==> run_1/layer_met1.png <==
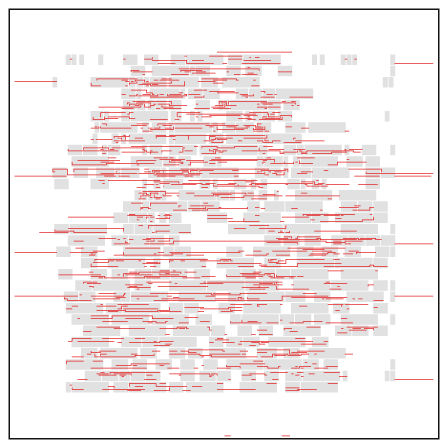
==> run_1/layer_met2.png <==
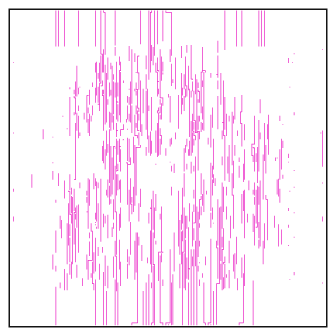
==> run_1/layer_met3.png <==
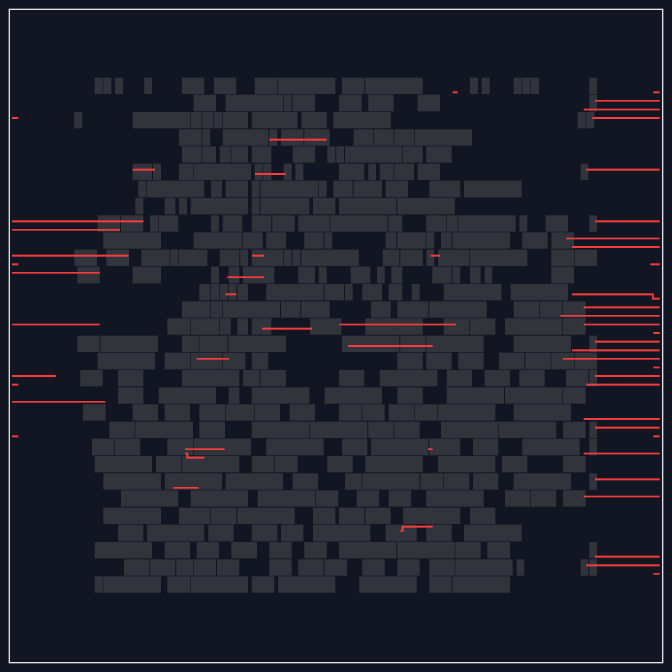
$ cat config.mk
export PLATFORM = sky130hd
export DESIGN_NAME = imem_loader
export DESIGN_NICKNAME = d
export VERILOG_FILES = /design/src/rtl/imem_loader.sv
export SDC_FILE = /design/constraint.sdc
export NUM_CORES = 1
export LEC_CHECK = 0
export CORE_MARGIN = 10
export CORE_UTILIZATION = 53
export CTS_CLUSTER_DIAMETER = 120
export CTS_CLUSTER_SIZE = 8
export DETAILED_ROUTE_END_ITERATION = 10
export HOLD_SLACK_MARGIN = 0.12
export PLACE_DENSITY = 0.92
export SKIP_CTS_REPAIR_TIMING = 1
export SLEW_MARGIN = 10
export SYNTH_ARGS = -nofsm -noshare
export SYNTH_HDL_FRONTEND = slang
export SYNTH_SLANG_ARGS = --single-unit
$ cat constraint.sdc
create_clock -name clk -period 3.4 [get_ports clk]
set_input_delay 0.85 -clock clk [delete_from_list [all_inputs] [get_ports clk]]
set_output_delay 0.85 -clock clk [all_outputs]
set_load 0.02 [all_outputs]
$ cat src/rtl/imem_loader.sv
// -----------------------------------------------------------------------------
// imem_loader
//
// Purpose:
//   Streams a program into instruction memory one byte at a time. Bytes arrive
//   in little-endian order over a valid/ready byte channel. Every four bytes are
//   packed into one 32-bit instruction word, and that word is written to
//   consecutive word-aligned addresses starting at 0. The CPU core is held in
//   reset until every requested word has been written.
//
// Handshake:
//   A byte moves only on a rising edge where byte_valid=1 and byte_ready=1.
//   The source must hold byte_data steady while byte_valid=1 and byte_ready=0.
//   byte_ready is high exactly while the loader is in LOAD.
//
// Ports:
//   clk         system clock, rising edge
//   n_rst       asynchronous active-low reset
//   start       one-cycle load request, honoured only in IDLE or DONE
//   num_words   number of words to load, sampled together with start
//   byte_valid  source has a byte on byte_data
//   byte_data   program byte
//   byte_ready  loader takes a byte this cycle
//   imem_we     one-cycle write strobe per assembled word
//   imem_addr   byte address of the word being written (word aligned)
//   imem_wdata  assembled instruction word
//   cpu_n_rst   active-low CPU reset, released only while DONE
//   busy        a load is in progress (LOAD or WRITE)
//   done        the program is fully loaded
//   error       sticky, set when the last start had an illegal num_words
// -----------------------------------------------------------------------------
module imem_loader #(
    parameter int NUM_INSTR = 32
) (
    input  logic        clk,
    input  logic        n_rst,
    input  logic        start,
    input  logic [5:0]  num_words,
    input  logic        byte_valid,
    input  logic [7:0]  byte_data,
    output logic        byte_ready,
    output logic        imem_we,
    output logic [31:0] imem_addr,
    output logic [31:0] imem_wdata,
    output logic        cpu_n_rst,
    output logic        busy,
    output logic        done,
    output logic        error
);

    typedef enum logic [1:0] {
        IDLE  = 2'd0,
        LOAD  = 2'd1,
        WRITE = 2'd2,
        DONE  = 2'd3
    } state_t;

    localparam logic [6:0] MAX_WORDS = 7'(NUM_INSTR);

    state_t      state;
    state_t      state_next;

    logic [5:0]  count;
    logic [5:0]  word_idx;
    logic [1:0]  byte_idx;
    // Bytes 0..2 of the current word; byte 3 goes straight into wdata_q on the
    // same edge, so the full word is ready when WRITE begins.
    logic [23:0] buffer;
    logic [31:0] addr_q;
    logic [31:0] wdata_q;
    logic        error_q;

    logic        start_window;
    logic        start_ok;
    logic        byte_fire;
    logic        last_word;

    assign start_window = (state == IDLE) || (state == DONE);
    assign start_ok     = (num_words != 6'd0) && ({1'b0, num_words} <= MAX_WORDS);
    assign byte_fire    = byte_valid && (state == LOAD);
    assign last_word    = (6'(word_idx + 6'd1) == count);

    // -------------------------------------------------------------------------
    // State register
    // -------------------------------------------------------------------------
    always_ff @(posedge clk or negedge n_rst) begin
        if (!n_rst) begin
            state <= IDLE;
        end else begin
            state <= state_next;
        end
    end

    // -------------------------------------------------------------------------
    // Next-state logic
    // -------------------------------------------------------------------------
    always_comb begin
        state_next = state;
        case (state)
            IDLE, DONE: begin
                if (start) begin
                    // A rejected start from DONE falls back to IDLE so the CPU
                    // goes back into reset.
                    state_next = start_ok ? LOAD : IDLE;
                end
            end
            LOAD: begin
                if (byte_fire && (byte_idx == 2'd3)) begin
                    state_next = WRITE;
                end
            end
            WRITE: begin
                state_next = last_word ? DONE : LOAD;
            end
            default: state_next = IDLE;
        endcase
    end

    // -------------------------------------------------------------------------
    // Output logic (Moore, decoded from state)
    // -------------------------------------------------------------------------
    always_comb begin
        byte_ready = 1'b0;
        imem_we    = 1'b0;
        busy       = 1'b0;
        done       = 1'b0;
        cpu_n_rst  = 1'b0;
        case (state)
            LOAD: begin
                byte_ready = 1'b1;
                busy       = 1'b1;
            end
            WRITE: begin
                imem_we = 1'b1;
                busy    = 1'b1;
            end
            DONE: begin
                done      = 1'b1;
                cpu_n_rst = 1'b1;
            end
            default: begin
            end
        endcase
    end

    assign imem_addr  = addr_q;
    assign imem_wdata = wdata_q;
    assign error      = error_q;

    // -------------------------------------------------------------------------
    // Datapath: counters, byte packing, write address/data, error flag
    // -------------------------------------------------------------------------
    always_ff @(posedge clk or negedge n_rst) begin
        if (!n_rst) begin
            count    <= '0;
            word_idx <= '0;
            byte_idx <= '0;
            buffer   <= '0;
            addr_q   <= '0;
            wdata_q  <= '0;
            error_q  <= 1'b0;
        end else begin
            if (start_window && start) begin
                if (start_ok) begin
                    count    <= num_words;
                    word_idx <= '0;
                    byte_idx <= '0;
                    error_q  <= 1'b0;
                end else begin
                    error_q  <= 1'b1;
                end
            end

            if (byte_fire) begin
                byte_idx <= byte_idx + 2'd1;
                case (byte_idx)
                    2'd0: buffer[7:0]   <= byte_data;
                    2'd1: buffer[15:8]  <= byte_data;
                    2'd2: buffer[23:16] <= byte_data;
                    default: begin
                        // Last byte: register the word and its address so they
                        // are presented during WRITE and held afterwards.
                        addr_q  <= {24'd0, word_idx, 2'b00};
                        wdata_q <= {byte_data, buffer};
                    end
                endcase
            end

            if ((state == WRITE) && !last_word) begin
                word_idx <= word_idx + 6'd1;
            end
        end
    end

endmodule

==> flow_summary.ini, run 1 <==
; flow metrics
[status]
status = finished, final reports clean

[setup_path]
start_kind = flop
timing.rr.end = state[1]$_DFFE_PN0P_
path_class = reg -> out
cp-endpoint = imem_we
end_kind = primary output

[clocking]
cts_root_buf = clkbuf_8
htree_levels = 3
cts_tree = done

[timing]
hold_viol_final = 0
rsz0062_at_grt = false
worst_pin_slew_ps = 967
period_used_share = 0.849

[power]
power_w = 0.00391
power_density_nw_per_um2 = 883

[route]
viasPerCell = 5.29
wl_um = 7540
dr_wl_met2_um = 3860
ant_nets = 0

[grt]
grt_max_degree = 80
grt_pass1_vias = 2427
grt_pass1_wl_um = 12200

[logic_synthesis]
edf_count = 0
async_flop_share = 1.00
synthAdderAreaFrac = 0.0273
synth.ff_latch_count = 79
synthFlopType = dfrtp_1
mux_share = 0.194
syn_inst = 281
synth.largest_area_cell = dfrtp_1
synth_top_area_share = 0.540
ys_cells = 281
ys_sh_simple = 0.0704

[run]
cap_violations = 0

[place]
dp_hpwl_um = 5480
place.gp.congestion = 0.776

[floorplanning]
num_io_pins = 88
die_y_um = 103
die-area_um2 = 10600

[finish]
layout.nets = 372
final_layout_top_logic_cell = dfrtp_1
combGateArea_um2 = 1500
Back to the opening pictures, layer_met1.png:
The wires run mostly horizontal. The longest straight run is 36.8 µm. The layer carries 3100 µm of wire. The layer holds 41% of the routed length. 312 nets have wire on it.

Back to the opening pictures, layer_met2.png:
The layer carries 3860 µm of wire. The longest straight run is 38.6 µm.

Back to the opening pictures, layer_met3.png:
The longest straight run is 20.5 µm. The layer holds 6.2% of the routed length. 48 nets have wire on it. The layer carries 470 µm of wire.

-- run 1: synth_stat cells, types with 6 or more instances --
library cell  number
dfrtp_1           79
mux2_2            61
buf_4             27
nand2_1           19
inv_1             11
xnor2_1           10
ha_1               8
nand3_1            8
nor2_1             8
o21ai_0            8
clkbuf_1           6
-- run 1: worst max-delay path: stages, from the launching register on --
cell             delay [ps]
dfrtp_1                 440
inv_1                    80
ha_1                    450
clkdlybuf4s50_1         700
-- run 1: how the worst min path moves through the flow --
stage / from / endpoint / slack, ps
final: imem_addr[4]$_DFFE_PN0P_ / imem_addr[4]$_DFFE_PN0P_ / 490
after global routing: buffer[12]$_DFFE_PN0P_ / imem_wdata[12]$_DFFE_PN0P_ / 530
after CTS: imem_addr[4]$_DFFE_PN0P_ / imem_addr[4]$_DFFE_PN0P_ / 500
after detailed placement: imem_addr[4]$_DFFE_PN0P_ / imem_addr[4]$_DFFE_PN0P_ / 480
after global placement: imem_addr[6]$_DFFE_PN0P_ / imem_addr[6]$_DFFE_PN0P_ / 460
after floorplan: count[1]$_DFFE_PN0P_ / count[1]$_DFFE_PN0P_ / 470
-- run 1: power breakdown --
group	internal [W]	switching [W]	total (W)
clock network	0.000294	0.000369	0.000663
logic	0.000839	0.000813	0.00165
registers	0.00135	0.000246	0.00160
total	0.00249	0.00143	0.00391
-- run 1: stage by stage --
step                      instance area, µm²  utilization  hold WS [ps]  std cells  worst slack, ps
after floorplan                         3750            -           465        306             1020
after global placement                  4240        0.628           465        415              545
after detailed placement                4240        0.628           482        415              514
after CTS                               4430        0.656           500        431              496
after global routing                    4430        0.656           530        431              395
final                                   4430        0.656           493        431              515
-- run 1: area by class of cell --
type,count,share of cell area
Multi-Input combinational cell,182,0.339
Sequential cell,79,0.446
Inverter,11,0.00932
Tap cell,80,0.0226
Clock inverter,6,0.0113
Clock buffer,10,0.0311
Timing Repair Buffer,63,0.141
-- run 1: sequential cells by signal (all words and copies together) (netlist names) --
signal      flops
buffer         24
count           6
imem_addr       6
state           2
imem_wdata     32
word_idx        6
byte_idx        2
error           1
-- run 1: cell families (layout without fill, tap and decap cells) --
kind of cell | count (synthesis) | after routing
flops | 79 | 79
buf+inv | 45 | 90
compound gates | 26 | 26
other cells | 1 | 26
simple gates | 46 | 46
mux | 63 | 63
xor+xnor | 13 | 13
fa+ha+maj | 8 | 8
-- run 1: per-layer routing --
layer  global-route usage  vias to the layer above
met4               0.0717                        0
met2                0.247                       66
met1                0.172                     1141
met3               0.0395                       11
li1                     -                     1060
met5                    0                        -
==> run 2: changes to the inputs <==
- CORE_UTILIZATION: 53 -> 45
- PLACE_DENSITY: 0.92 -> 0.83
- clock period: 3.4 -> 2.55 ns (I/O delays scaled with it)
==> run_2/congestion.png <==
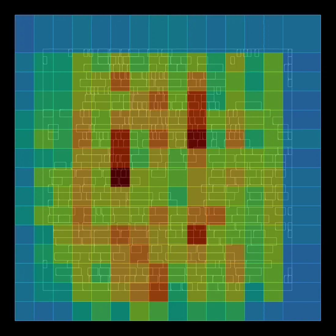
Most Crowded Layer GR: met2
GR Util met1: 0.144
gr usage total: 0.127

==> flow_summary.ini, run 2 <==
; flow metrics
[grt]
grt_pass1_vias = 2526
grt_max_degree = 41

[finish]
largest_register_ffs = 32
final_area_um2 = 4560

[setup_path]
crit_chain = inv_1, ha_1, clkdlybuf4s50_1
critPathTopFamily = buffers and inverters
start_kind = flop
end_kind = primary output
critPathMaxStageDelay_ps = 620
cp_slowest_cell = clkdlybuf4s50_1
path_class = reg -> out
path_buffers = 2

[logic_synthesis]
synthFlopType = dfrtp_1
synth.most_common_cell = dfrtp_1
syn_inst = 281
async_flop_share = 1.00
synth_top_area_share = 0.540
common_cells = dfrtp_1, mux2_2, buf_4
ys_cells = 281
synth.largest_area_cell = dfrtp_1
synth.ff_latch_count = 79
edf_count = 0

[timing]
period_used_share = 0.893
worst_pin_slew_ps = 667
hold_viol_final = 0
final.setup.worst_slack_ps = 274
rsz0062_at_grt = false
holdWs_ps = 265

[status]
status = finished, final reports clean

[route]
ant_nets = 0
wl_um = 7510
viasPerCell = 5.00

[place]
place.gp.congestion = 0.799
dpl_cell_area_um2 = 4380
place_ws_ps = -89.0

[clocking]
cts_tree = done
cts_root_buf = clkbuf_8
htree_levels = 3

[power]
power_density_nw_per_um2 = 1150
ir_worst_vdd_uv = 544

[run]
cap_violations = 0

[floorplanning]
num_io_pins = 88
fp_util = 0.469
## run 2: final timing paths
check                                             end                     from  depth (start not counted)  slack (ps)
hold reg to reg             imem_wdata[7]$_DFFE_PN0P_    buffer[7]$_DFFE_PN0P_                          1         500
setup reg to reg              word_idx[1]$_DFFE_PN0P_  word_idx[0]$_DFFE_PN0P_                          7         350
max in group asynchronous  imem_wdata[18]$_DFFE_PN0P_                    n_rst                          2        1680
min in group clk            imem_wdata[7]$_DFFE_PN0P_    buffer[7]$_DFFE_PN0P_                          1         500
setup / recovery                              imem_we     state[0]$_DFFE_PN0P_                          3         270
hold / removal             imem_wdata[27]$_DFFE_PN0P_                    n_rst                          1         260
## run 2: cell type report
type | count | area [µm²] | share of cell area
clock inverters | 4 | 47.5 | 0.0104
flip-flops and latches | 79 | 1980 | 0.433
inverters | 11 | 41.3 | 0.00905
well taps | 102 | 128 | 0.0280
repair buffers | 74 | 733 | 0.161
clock buffers | 11 | 131 | 0.0288
multi-input cells | 182 | 1500 | 0.329
## run 2: cell families (layout without fill, tap and decap cells)
logic type      Yosys count  count (layout)  share of synthesized area
other cells               1              26                    0.00102
compound gates           26              26                     0.0595
simple gates             46              46                     0.0704
flops                    79              79                      0.540
mux                      63              63                      0.194
buf+inv                  45             100                     0.0766
xor+xnor                 13              13                     0.0311
fa+ha+maj                 8               8                     0.0273
## run 2: routing by layer
layer  up-vias  share of wire  wire length, µm  global-route usage
met5         -              0                0                   0
li1       1082              -                -                   -
met3         8          0.073              551              0.0313
met1      1167           0.39             2940               0.144
met4         0          0.015              111              0.0532
met2        59           0.52             3920               0.225
## run 2: metrics by stage
| step | TNS [ps] | total power (W) | cells | utilization |
|---|---|---|---|---|
| 2_1_floorplan | 0 | 0.00345 | 306 | - |
| 3_3_place_gp | -27.6 | 0.00433 | 448 | 0.561 |
| 3_5_place_dp | -271 | 0.00444 | 448 | 0.561 |
| 4_1_cts | 0 | 0.00531 | 463 | 0.584 |
| 5_1_grt | 0 | 0.00557 | 463 | 0.584 |
| 6_report | 0 | 0.00523 | 463 | 0.584 |
## run 2: power breakdown
group,switching (W),leakage [nW],internal [W]
sequential,0.000318,0.998,0.00181
clock,0.000414,0.0892,0.000444
combinational,0.00109,1.01,0.00116
total,0.00182,2.09,0.00341
Power and IR drop assume default switching activity.
